Design stopwatch_core_flat, sky130hd; sources not shown.
Fig. 1: run 1, clock nets
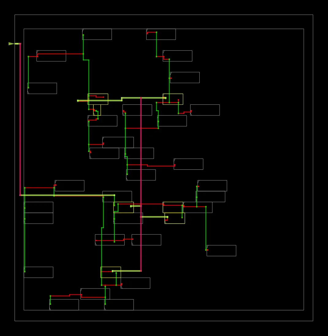
clock sink count: 31
Clock net power: 271 uW
CTS Buf Count: 5
clock buf count: 6
flop count: 31

Fig. 2: run 1, M3 wires
The bar under the picture is 20 um long.
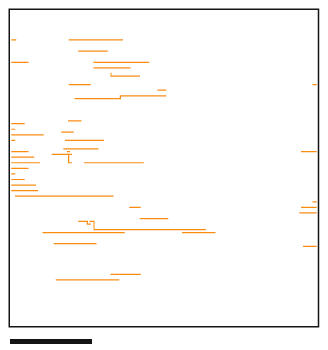
The wires run mostly horizontal. The layer holds 4.9% of the routed length. The longest straight run is 27.1 um. 38 nets have wire on it.
met3 Usage GRT: 3.42%
final WL: 6520 um

Fig. 3: run 1, M2 wires
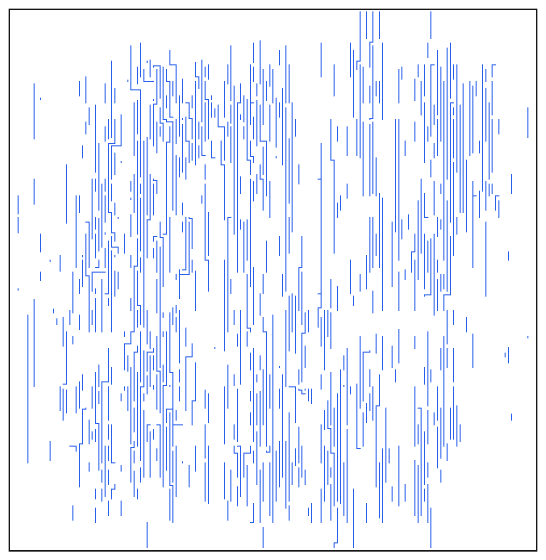
The longest straight run is 29.6 um. The wires run mostly vertical. 403 nets have wire on it. The layer carries 3,260 um of wire. The layer holds 50% of the routed length.
number of vias after detailed routing: 2,844
met2 GRT Util: 37.1%

==> qor.yml, run 1 <==
multi_input_comb_area_sq_mm: 0.00180
htree_levels: 2
place_congestion: 0.884
pin_count_of_the_biggest_net_entering_global_routing: 16
outcome: "finished, final reports clean"
max_stage_delay_ns: 0.33
max_slew.worst_pin.slew_ns: 0.576
syn_std_cell_area_sq_mm: 0.00262
worstPathRequired_ns: 3.00
clk-insertion-delay-late_ns: 0.29
hold_path_class: "reg -> reg"
taps_inserted: 70
num-fill-cells: 447
nonClockBufferCount: 69
ys_seq_share_pct: 23.7
clkTransAtPathRegs_ns: 0.07
final_common_cell: "sky130_fd_sc_hd__nand2_1"
reg2reg_depth: 11
die_area_sq_mm: 0.00578
slew-limit-headroom_pct: 61.2
fp_core_util_pct: 52.6
post_route_cells_drive_above_1_share_pct: 26.1
core_region_area_sq_mm: 0.00498
final-seq-area_sq_um: 622
dpl_cell_area_sq_mm: 0.00321
syn_to_final_growth_pct: 31.8
vdd_drop_max_uv: 234
antenna_left: 0
clk_root_buf: "sky130_fd_sc_hd__clkbuf_8"
synth_stat.cells: 413
sw_share_pct: 35.9
globalRouteOverflowTotal: 0
setup_repair_after_global_routing_missed_its_margin: "true"
synthesis.area_per_instance_sq_um: 6.33
buffer_ports.inserted: 28
synthDominantAreaCellType: "sky130_fd_sc_hd__dfxtp_1"
powerComb_uw: 411
synth-seq-cells: 31
power.leakage_uw: 0.00163
final_core_utilization_pct: 69.3
total_power_uw: 1040
timing.max_cap.violations: 0
dp_worst_setup_slack_ns: -0.176
layout.nonclk_buf_share_pct: 17.0
yosys_warnings: 0
## run 1: worst max-delay path: cells and delay by family (launching register included)
kind                       cells  cell delay [ns]
and+or+nand+nor               17             1.33
buffers and inverters          5             0.48
DFF                            1             0.33
adders and majority gates      2             0.31
AOI/OAI and AO/OA              1             0.15
## run 1: cells in the mapped netlist (3+ instances only)
cell / instances
sky130_fd_sc_hd__xor2_1: 7
sky130_fd_sc_hd__o21ai_0: 29
sky130_fd_sc_hd__nand3_1: 31
sky130_fd_sc_hd__inv_2: 9
sky130_fd_sc_hd__a31oi_1: 3
sky130_fd_sc_hd__nand2_4: 4
sky130_fd_sc_hd__a21oi_1: 29
sky130_fd_sc_hd__nand2_1: 89
sky130_fd_sc_hd__nor2_1: 33
sky130_fd_sc_hd__a21oi_2: 3
sky130_fd_sc_hd__clkinv_1: 4
sky130_fd_sc_hd__buf_4: 3
sky130_fd_sc_hd__o21ai_2: 4
sky130_fd_sc_hd__inv_1: 56
sky130_fd_sc_hd__nor3_1: 10
sky130_fd_sc_hd__dfxtp_1: 31
sky130_fd_sc_hd__o21ai_1: 3
sky130_fd_sc_hd__ha_1: 10
sky130_fd_sc_hd__clkbuf_1: 4
sky130_fd_sc_hd__a221oi_1: 4
sky130_fd_sc_hd__nand2_2: 13
## run 1: what timing repair did
item                                    4_1_cts  5_1_grt
pin swaps                                     4       20
resized                                      34       37
setup buffers                                 0        4
endpoints found under the setup margin        8        9
## run 1: routing by layer
layer  global-route usage [%]  part of all wire (%)
met1                     29.4                    44
met3                     3.42                   4.9
met4                     8.21                   1.4
met2                     37.1                    50
met5                        0                     0
==> run 1 -> run 2 <==
--- a/config.mk
+++ b/config.mk
@@ -6,6 +6,7 @@
 export NUM_CORES = 1
 export LEC_CHECK = 0
 export ABC_AREA = 1
+export CAP_MARGIN = 20
 export CORE_AREA = 2 2 73 75
 export CTS_CLUSTER_DIAMETER = 40
 export DETAILED_ROUTE_END_ITERATION = 8
Fig. 4: run 2, clock nets
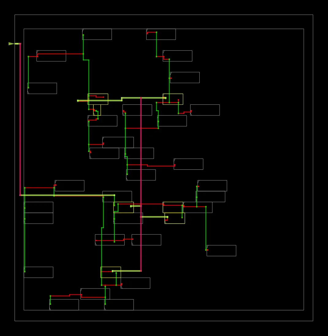
insertion delay to the later sink of the worst-skew pair: 0.29 ns
clock skew after layout: 0.00610 ns

==> run 2 against run 1 <==
Effect of this change: cell area did not move; clock skew unchanged; global-route usage unchanged; sequential power barely moved; utilization is the same; synthesized cell count did not move; sequential share of layout area unchanged; combinational power about the same; via count stayed put; die area unchanged; routed wire length did not move; critical endpoint unchanged.
==> qor.yml, run 2 <==
outcome: "finished, final reports clean"  # unchanged
globalRouteOverflowTotal: 0  # unchanged
core_region_area_sq_mm: 0.00498  # unchanged
timing.max_cap.violations: 0  # unchanged
num-fill-cells: 447  # unchanged
synth.cells.most_frequent: "sky130_fd_sc_hd__nand2_1, sky130_fd_sc_hd__inv_1, sky130_fd_sc_hd__nor2_1, sky130_fd_sc_hd__dfxtp_1, sky130_fd_sc_hd__nand3_1"  # unchanged
final_common_cell: "sky130_fd_sc_hd__nand2_1"  # unchanged
number_of_vias_after_detailed_routing: 2844  # unchanged
slew-limit-headroom_pct: 61.2  # unchanged
power.leakage_uw: 0.00163  # unchanged
clkTransAtPathRegs_ns: 0.07  # about the same
post_route_cells_drive_above_1_share_pct: 26.1  # unchanged
yosys_warnings: 0  # unchanged
die_area_sq_mm: 0.00578  # unchanged
tritoncts_num_sinks: 31  # unchanged
worstPathRequired_ns: 3.00  # about the same
buffer_ports.inserted: 28  # unchanged
dpl_cell_area_sq_mm: 0.00321  # unchanged
dp_worst_setup_slack_ns: -0.176  # unchanged
reg2reg_depth: 11  # unchanged
place_congestion: 0.884  # unchanged
detail_route.wirelength_um: 6520  # unchanged
-- run 2: cell counts after synthesis --
No cell type changed its count.
-- run 2: area by class of cell --
cell class / count / area (sq um) / area share, %
multi-input combinational: 303 / 1800 / 52.2
sequential: 31 / 622 / 18.0
timing repair buffer: 69 / 586 / 17.0
inverter: 69 / 264 / 7.66
tap: 70 / 87.6 / 2.54
clock buffer: 6 / 82.6 / 2.39
clock inverter: 1 / 5.00 / 0.145
-- run 2: logic make-up after synthesis --
kind of cell | share of synthesized area (%)
AOI/OAI and AO/OA | 20.8
xor gates and xnor gates | 3.54
adders and majority gates | 4.78
buffers and inverters | 12.5
DFF | 23.7
other | 0.143
and+or+nand+nor | 34.5
-- run 2: critical path: cells and delay by family (launching register included) --
family	cells	cell delay, ns
AND-OR/OR-AND	1	0.15
adder cells (fa/ha/maj)	2	0.31
buffers and inverters	5	0.48
flip-flops	1	0.33
AND/OR/NAND/NOR	17	1.33
-- run 2: through the flow --
step / hold slack (ns) / setup TNS [ns]
after CTS: 0.449 / 0
after global placement: 0.436 / -0.0911
final: 0.449 / 0
after global routing: 0.476 / -0.254
after floorplan: 0.424 / 0
after detailed placement: 0.438 / -0.779
-- run 2: timing repair --
action                     4_1_cts  5_1_grt
resized                         34       37
pin swaps                        4       20
setup endpoints to repair        8        9
setup buffers                    0        4
-- run 2: routing by layer --
metal / vias up / share of wire (%) / wire length, um
met1: 1288 / 44 / 2850
met2: 74 / 50 / 3260
li1: 1474 / - / -
met4: 0 / 1.4 / 89
met5: - / 0 / 0
met3: 8 / 4.9 / 318
-- run 2: power by group --
| group | internal (uW) | total, uW | switching, uW |
|---|---|---|---|
| Combinational | 178 | 411 | 233 |
| Sequential | 344 | 355 | 11.4 |
| Clock | 144 | 271 | 128 |
| Total | 665 | 1040 | 372 |
==> run 2 -> run 3 <==
--- a/config.mk
+++ b/config.mk
@@ -11,6 +11,7 @@
 export CTS_CLUSTER_DIAMETER = 40
 export DETAILED_ROUTE_END_ITERATION = 8
 export DIE_AREA = 0 0 75 77
+export GPL_ROUTABILITY_DRIVEN = 0
 export PLACE_DENSITY = 0.76
 export SYNTH_ARGS = -nofsm -noshare
 export SYNTH_HDL_FRONTEND = slang
Fig. 5: run 3, M2 wires
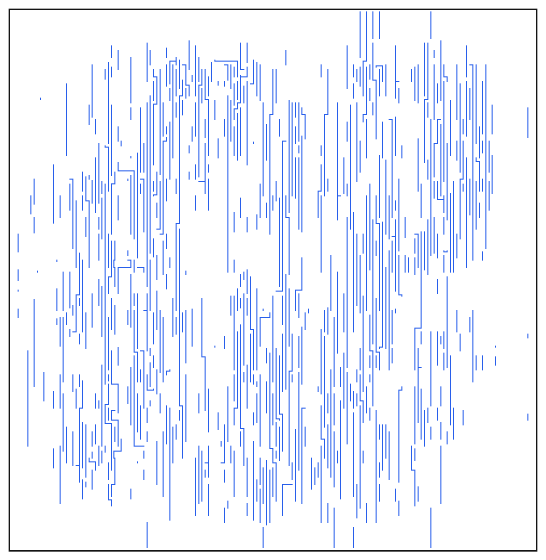
The layer carries 3,370 um of wire. 426 nets have wire on it. The longest straight run is 28.6 um. The layer holds 51% of the routed length. The wires run mostly vertical.
number of vias after detailed routing: 2,848
final WL: 6670 um

==> run 3 against run 2 <==
Effect of this change: via count up 0.14%; die area unchanged; critical path depth down 1; utilization up 1.5 points; clock skew up 0.0010 ns.
==> qor.yml, run 3 <==
dominant-cell-class: "multi-input combinational cells"  # unchanged
power.leakage_uw: 0.00168  # was 0.00163 uW
finalClockSkew_ns: 0.00715  # was 0.00610 ns
synth_stat.cells: 413  # unchanged
timing.max_cap.violations: 0  # unchanged
layout.clock.cell_area_share_pct: 2.49  # was 2.54%
syn_std_cell_area_sq_mm: 0.00262  # unchanged
yosys_warnings: 0  # unchanged
pin_count_of_the_biggest_net_entering_global_routing: 16  # unchanged
syn_to_final_growth_pct: 34.6  # was 31.8%
sh_comb_area_pct: 52.2  # about the same
buffer_ports.inserted: 28  # unchanged
taps_inserted: 70  # unchanged
dp_worst_setup_slack_ns: -0.181  # was -0.176 ns
crit_cells: 24  # was 25
cpLargestDelayFamily: "simple AND/OR/NAND/NOR gates"  # unchanged
core_region_area_sq_mm: 0.00498  # unchanged
slew-limit-headroom_pct: 57.0  # was 61.2%
worstPathRequired_ns: 3.00  # about the same
outcome: "finished, final reports clean"  # unchanged
final_common_cell: "sky130_fd_sc_hd__nand2_1"  # unchanged
cp_num_buf_inv: 5  # unchanged
clkTransAtPathRegs_ns: 0.06  # was 0.07 ns
max_slew.worst_pin.slew_ns: 0.639  # was 0.576 ns
numSequentialCells: 31  # unchanged
tritoncts_num_sinks: 31  # unchanged
## run 3: timing repair
action | CTS | global route
pin swaps | 0 | 19
setup endpoints to repair | 8 | 9
gates resized | 27 | 52
cloned | 0 | 0
setup buffers | 1 | 6
## run 3: power breakdown
part | total (uW) | internal (uW) | switching [uW]
clock network | 267 | 144 | 123
registers | 356 | 344 | 11.8
logic | 425 | 185 | 240
## run 3: logic make-up after synthesis
kind of cell,after synthesis,share of synthesized area [%]
other,1,0.143
buffers and inverters,79,12.5
AND-OR/OR-AND,88,20.8
flip-flops,31,23.7
AND/OR/NAND/NOR,195,34.5
adder cells (fa/ha/maj),10,4.78
XOR/XNOR,9,3.54
## run 3: per-layer routing
metal	global-route usage, %	up-vias	wire length [um]
met1	29.5	1304	3000
met4	8.93	0	104
met2	38.1	53	3370
met3	3.42	11	198
met5	0	-	0
li1	-	1480	-
## run 3: tightest hold or removal path, delay by kind of cell (launching register included)
kind | cells | cell delay, ns
DFF | 1 | 0.32
buffers and inverters | 1 | 0.05
AOI/OAI and AO/OA | 1 | 0.05
## run 3: metrics by stage
step / utilization, % / total power, uW / std cells / setup TNS, ns / instance area, sq um
2_1_floorplan: - / 607 / 413 / 0 / 2620
3_5_place_dp: 64.6 / 765 / 539 / -0.675 / 3210
4_1_cts: 66.5 / 1010 / 547 / 0 / 3310
6_report: 70.7 / 1050 / 553 / 0 / 3520
5_1_grt: 70.7 / 1110 / 553 / -0.527 / 3520
3_3_place_gp: 64.6 / 755 / 539 / -0.0877 / 3210
Power figures rest on the tool's default switching activity, not on a simulated workload.
